**config.mk**
```make
export PLATFORM = sky130hd
export DESIGN_NAME = regfile_wb_queue
export DESIGN_NICKNAME = d
export VERILOG_FILES = /design/src/rtl/regfile_pkg.sv /design/src/rtl/wb_dual_port_fifo.sv /design/src/rtl/regfile_wb_queue.sv
export SDC_FILE = /design/constraint.sdc
export NUM_CORES = 1
export LEC_CHECK = 0
export CAP_MARGIN = 25
export CORE_ASPECT_RATIO = 1.5
export CORE_MARGIN = 3
export CORE_UTILIZATION = 51
export DETAILED_ROUTE_END_ITERATION = 7
export PLACE_DENSITY = 0.74
export REMOVE_ABC_BUFFERS = 1
export SYNTH_ARGS = -nofsm -noshare
export SYNTH_HDL_FRONTEND = slang
export SYNTH_HIERARCHICAL = 1
export SYNTH_SLANG_ARGS = --single-unit
```
**constraint.sdc**
```tcl
create_clock -name clk -period 5.7 [get_ports clk]
set_input_delay 1.71 -clock clk [delete_from_list [all_inputs] [get_ports clk]]
set_output_delay 1.71 -clock clk [all_outputs]
set_load 0.05 [all_outputs]
```
**src/rtl/regfile_pkg.sv**
```systemverilog
// regfile_pkg: widths, entry type and pointer helper shared by the writeback queue and the register file.
package regfile_pkg;
    localparam int IDX_W    = 2;
    localparam int DATA_W   = 4;
    localparam int WB_DEPTH = 8;

    typedef struct packed {
        logic [IDX_W-1:0]  idx;
        logic [DATA_W-1:0] data;
    } wb_entry_t;

    function automatic int unsigned ptr_wrap(input int unsigned ptr, input int unsigned k,
                                             input int unsigned depth);
        return (ptr + k) % depth;
    endfunction
endpackage

```
**src/rtl/wb_dual_port_fifo.sv**
```systemverilog
// wb_dual_port_fifo: 2-in/2-out circular buffer; caller supplies enqueue/dequeue counts and
// guarantees they never overflow or underflow the occupancy.
module wb_dual_port_fifo
    import regfile_pkg::*;
#(
    parameter int DEPTH = WB_DEPTH
) (
    input  logic                       clk,
    input  logic                       rst_n,
    input  logic [1:0]                 wr_n_i,
    input  wb_entry_t                  wr_0_i,
    input  wb_entry_t                  wr_1_i,
    input  logic [1:0]                 rd_n_i,
    output wb_entry_t                  head_0_o,
    output wb_entry_t                  head_1_o,
    output logic [$clog2(DEPTH+1)-1:0] count_o
);
    localparam int PTR_W = $clog2(DEPTH);
    localparam int CNT_W = $clog2(DEPTH + 1);

    wb_entry_t          mem_q [DEPTH];
    logic [PTR_W-1:0]   head_q, head_d, tail_q, tail_d, head_1, tail_1;
    logic [CNT_W-1:0]   count_q, count_d;

    always_comb begin
        head_1   = PTR_W'(ptr_wrap(32'(head_q), 1, DEPTH));
        tail_1   = PTR_W'(ptr_wrap(32'(tail_q), 1, DEPTH));
        head_d   = PTR_W'(ptr_wrap(32'(head_q), 32'(rd_n_i), DEPTH));
        tail_d   = PTR_W'(ptr_wrap(32'(tail_q), 32'(wr_n_i), DEPTH));
        count_d  = count_q + CNT_W'(wr_n_i) - CNT_W'(rd_n_i);
        head_0_o = mem_q[head_q];
        head_1_o = mem_q[head_1];
        count_o  = count_q;
    end

    // Storage is deliberately left unreset; only pointers and count define validity.
    always_ff @(posedge clk) begin
        if (wr_n_i != 2'd0) mem_q[tail_q] <= wr_0_i;
        if (wr_n_i == 2'd2) mem_q[tail_1] <= wr_1_i;
    end

    always_ff @(posedge clk or negedge rst_n) begin
        if (!rst_n) begin
            head_q  <= '0;
            tail_q  <= '0;
            count_q <= '0;
        end else begin
            head_q  <= head_d;
            tail_q  <= tail_d;
            count_q <= count_d;
        end
    end
endmodule

```
**src/rtl/regfile_wb_queue.sv**
```systemverilog
// regfile_wb_queue: writeback staging queue feeding the register file's two write ports,
// splitting same-index pairs so the ports never collide.
module regfile_wb_queue
    import regfile_pkg::*;
#(
    parameter int DEPTH = WB_DEPTH
) (
    input  logic                       clk,
    input  logic                       reset,
    input  logic                       io_in_0_valid,
    input  logic [IDX_W-1:0]           io_in_0_idx,
    input  logic [DATA_W-1:0]          io_in_0_data,
    input  logic                       io_in_1_valid,
    input  logic [IDX_W-1:0]           io_in_1_idx,
    input  logic [DATA_W-1:0]          io_in_1_data,
    output logic                       io_in_ready,
    input  logic                       io_hold,
    output logic                       io_wp_0_en,
    output logic [IDX_W-1:0]           io_wp_0_idx,
    output logic [DATA_W-1:0]          io_wp_0_data,
    output logic                       io_wp_1_en,
    output logic [IDX_W-1:0]           io_wp_1_idx,
    output logic [DATA_W-1:0]          io_wp_1_data,
    output logic [$clog2(DEPTH+1)-1:0] io_count,
    output logic                       io_empty
);
    localparam int CNT_W = $clog2(DEPTH + 1);

    wb_entry_t  lane_0, lane_1, wr_0, head_0, head_1;
    logic       acc_0, acc_1;
    logic [1:0] wr_n, rd_n;

    // Ready looks only at registered count, so no path from hold/drain reaches it.
    always_comb begin
        lane_0       = '{idx: io_in_0_idx, data: io_in_0_data};
        lane_1       = '{idx: io_in_1_idx, data: io_in_1_data};
        io_in_ready  = io_count <= CNT_W'(DEPTH - 2);
        acc_0        = io_in_0_valid && io_in_ready;
        acc_1        = io_in_1_valid && io_in_ready;
        wr_n         = {1'b0, acc_0} + {1'b0, acc_1};
        wr_0         = acc_0 ? lane_0 : lane_1;
        io_wp_0_en   = (io_count != '0) && !io_hold;
        io_wp_1_en   = (io_count >= CNT_W'(2)) && !io_hold && (head_0.idx != head_1.idx);
        rd_n         = {1'b0, io_wp_0_en} + {1'b0, io_wp_1_en};
        io_wp_0_idx  = head_0.idx;
        io_wp_0_data = head_0.data;
        io_wp_1_idx  = head_1.idx;
        io_wp_1_data = head_1.data;
        io_empty     = io_count == '0;
    end

    wb_dual_port_fifo #(.DEPTH(DEPTH)) u_fifo (
        .clk      (clk),
        .rst_n    (reset),
        .wr_n_i   (wr_n),
        .wr_0_i   (wr_0),
        .wr_1_i   (lane_1),
        .rd_n_i   (rd_n),
        .head_0_o (head_0),
        .head_1_o (head_1),
        .count_o  (io_count)
    );
endmodule

```
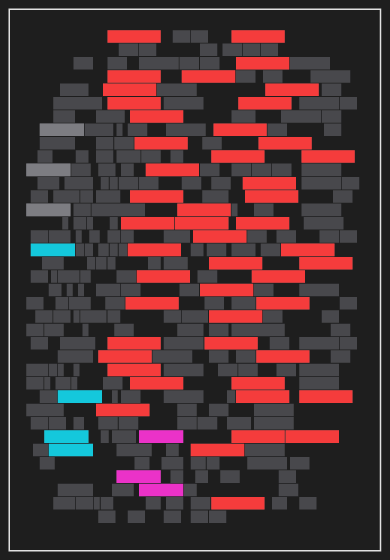
Figure 1: sequential cells colored by netlist name.
Other sequential cells in the stronger gray, the rest of the logic in the fainter gray.
| color | name in the netlist | placed flops |
|---|---|---|
| cyan | u_fifo/count_o | 4 |
| magenta | u_fifo/head_q | 3 |
| red | u_fifo/mem_q | 48 |
not colored: 3

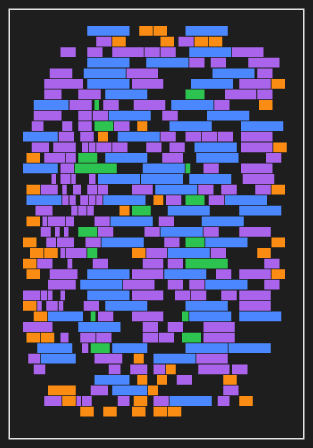
Figure 2: cells colored by class.
| color | class | cells | share of their area |
|---|---|---|---|
| purple | remaining logic cells | 161 | 46% |
| orange | remaining buffers and delay cells | 45 | 10% |
| green | clock drivers and dummy loads | 16 | 4.8% |
| blue | registers | 58 | 39% |
Core Box Area: 6940 sq um
fraction of area in registers: 38.6%
Final Cell Area: 4390 sq um

==> Slide: Implementation Results <==
Run Summary

Status
  – Outcome: finished clean

Worst setup path
  – Critical path class: in -> out
  – Critical path depth: 3
  – Biggest cell delay along the critical path: 0.82 ns
  – Slowest cell on crit path: clkdlybuf4s50_1
  – Crit Reg-Reg Startpoint: u_fifo/head_q[1]
  – Crit path to: io_wp_0_en
  – Worst R2R Setup Slack: 1.60 ns
  – Worst Setup SP: io_hold
  – CP Data Arrival Time: 3.10 ns
  – Most used cell, CP: clkdlybuf4s50_1
  – CP Launch Type: input port
  – CP Data Required Time: 3.99 ns
  – Worst-path cell chain: clkdlybuf4s50_1, nor2_1, clkdlybuf4s50_1

Global route
  – Initial antenna violation count: 0
  – GRT busiest layer: met2
  – Vias in the first global route: 2363
  – First-pass GRT wire length: 12.8 mm
  – Gr usage total: 22.2%
  – Met3 Resource Use GR: 4.45%

Route
  – DR WL met3: 419 microns
  – DRT iter0 DRCs: 181
  – DR top layer: met4
  – Met2 wire length: 4.70 mm
  – Drt pass-1 iters: 4
  – Drt total wl: 8.22 mm
  – Wl on met1: 2.89 mm
  – Via/cell ratio: 6.12

Job
  – OpenROAD warning count: 25
  – Max_cap viols: 0

Synthesis
  – Cell taking the most area after synthesis: edfxtp_1
  – Post-synth cell types: 38
  – Async SR Flop Fraction: 17.2%
  – Synth Register Bits: 58
  – Seq/Total Area, Yosys: 45.9%
  – Syn Area/Cell: 16.3 sq um
  – Mapped Cells: 226
  – Post-Syn Area: 3690 sq um
  – Top cells by count, synth: mux2_2, edfxtp_1, mux4_2
  – Commonest flop: edfxtp_1

Floorplanning
  – Die width: 75.4 microns
  – Row cnt: 37
  – Die area: 8300 sq um

STA
  – RSZ-0062 raised after global routing: false
  – Period utilization: 84.4%
  – Final TNS setup: 0 ns
  – Setup-failing EPs final: 0
  – Final setup margin: 0.890 ns

Layout
  – Layout cell share with drive strength beyond 1: 45.7%
  – Top Layout Cells: mux2_2, edfxtp_1, clkdlybuf4s50_1
  – Area grow syn2layout: 19.0%
  – Top cell excl fill/tap: mux2_2
  – Fin util: 63.2%
  – Post-layout net count: 306

Min path
  – Worst min-delay path category: reg -> reg
  – WHS Path Cells: 1
  – Hold worst-path end: u_fifo/tail_q[0]

Clock tree
  – CTS tree: built
  – Post-CTS sizing: 0
  – Late-Pin Clk Latency: 0.34 ns
  – CTS Buffer Depth: 2
  – Cts bufs inserted: 9
  – Post-CTS Hold Buffers: 0
  – Worst-path clk slew: 0.06 ns

Place
  – Worst slack, placed: 0.885 ns
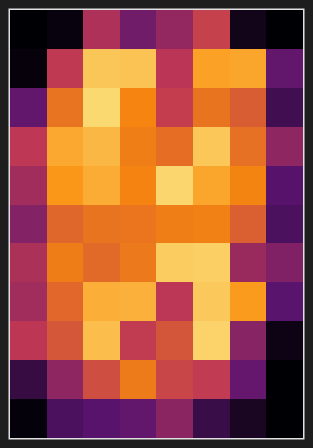
Figure 3: cell area per tile.
The die is cut into 8 by 11 equal tiles; black is low, pale yellow is high, 0 to 100% covered.
densest ninth of the die: center
tiles over 75% full: 23%
mean over tiles: 52%

==> per-stage QoR <==
stage / std cells
after floorplan: 219
after global placement: 342
after detailed placement: 342
after CTS: 358
after global routing: 358
final: 358
==> cell families (layout without fill, tap and decap cells) <==
kind of cell / Yosys count / count (layout) / share of synthesized area (%)
fa+ha+maj: 14 / 14 / 5.57
simple gates: 24 / 24 / 5.36
flops: 58 / 58 / 45.9
mux: 90 / 90 / 35.4
compound gates: 12 / 12 / 2.41
buf+inv: 18 / 72 / 2.24
xor+xnor: 10 / 10 / 3.09
==> final cells by class <==
class,instances,area (sq um)
fill,525,2560
clock buffer,9,124
tap,78,97.6
inverter,11,41.3
timing repair buffer,45,438
clock inverter,7,83.8
sequential,58,1690
multi-input combinational,150,1910
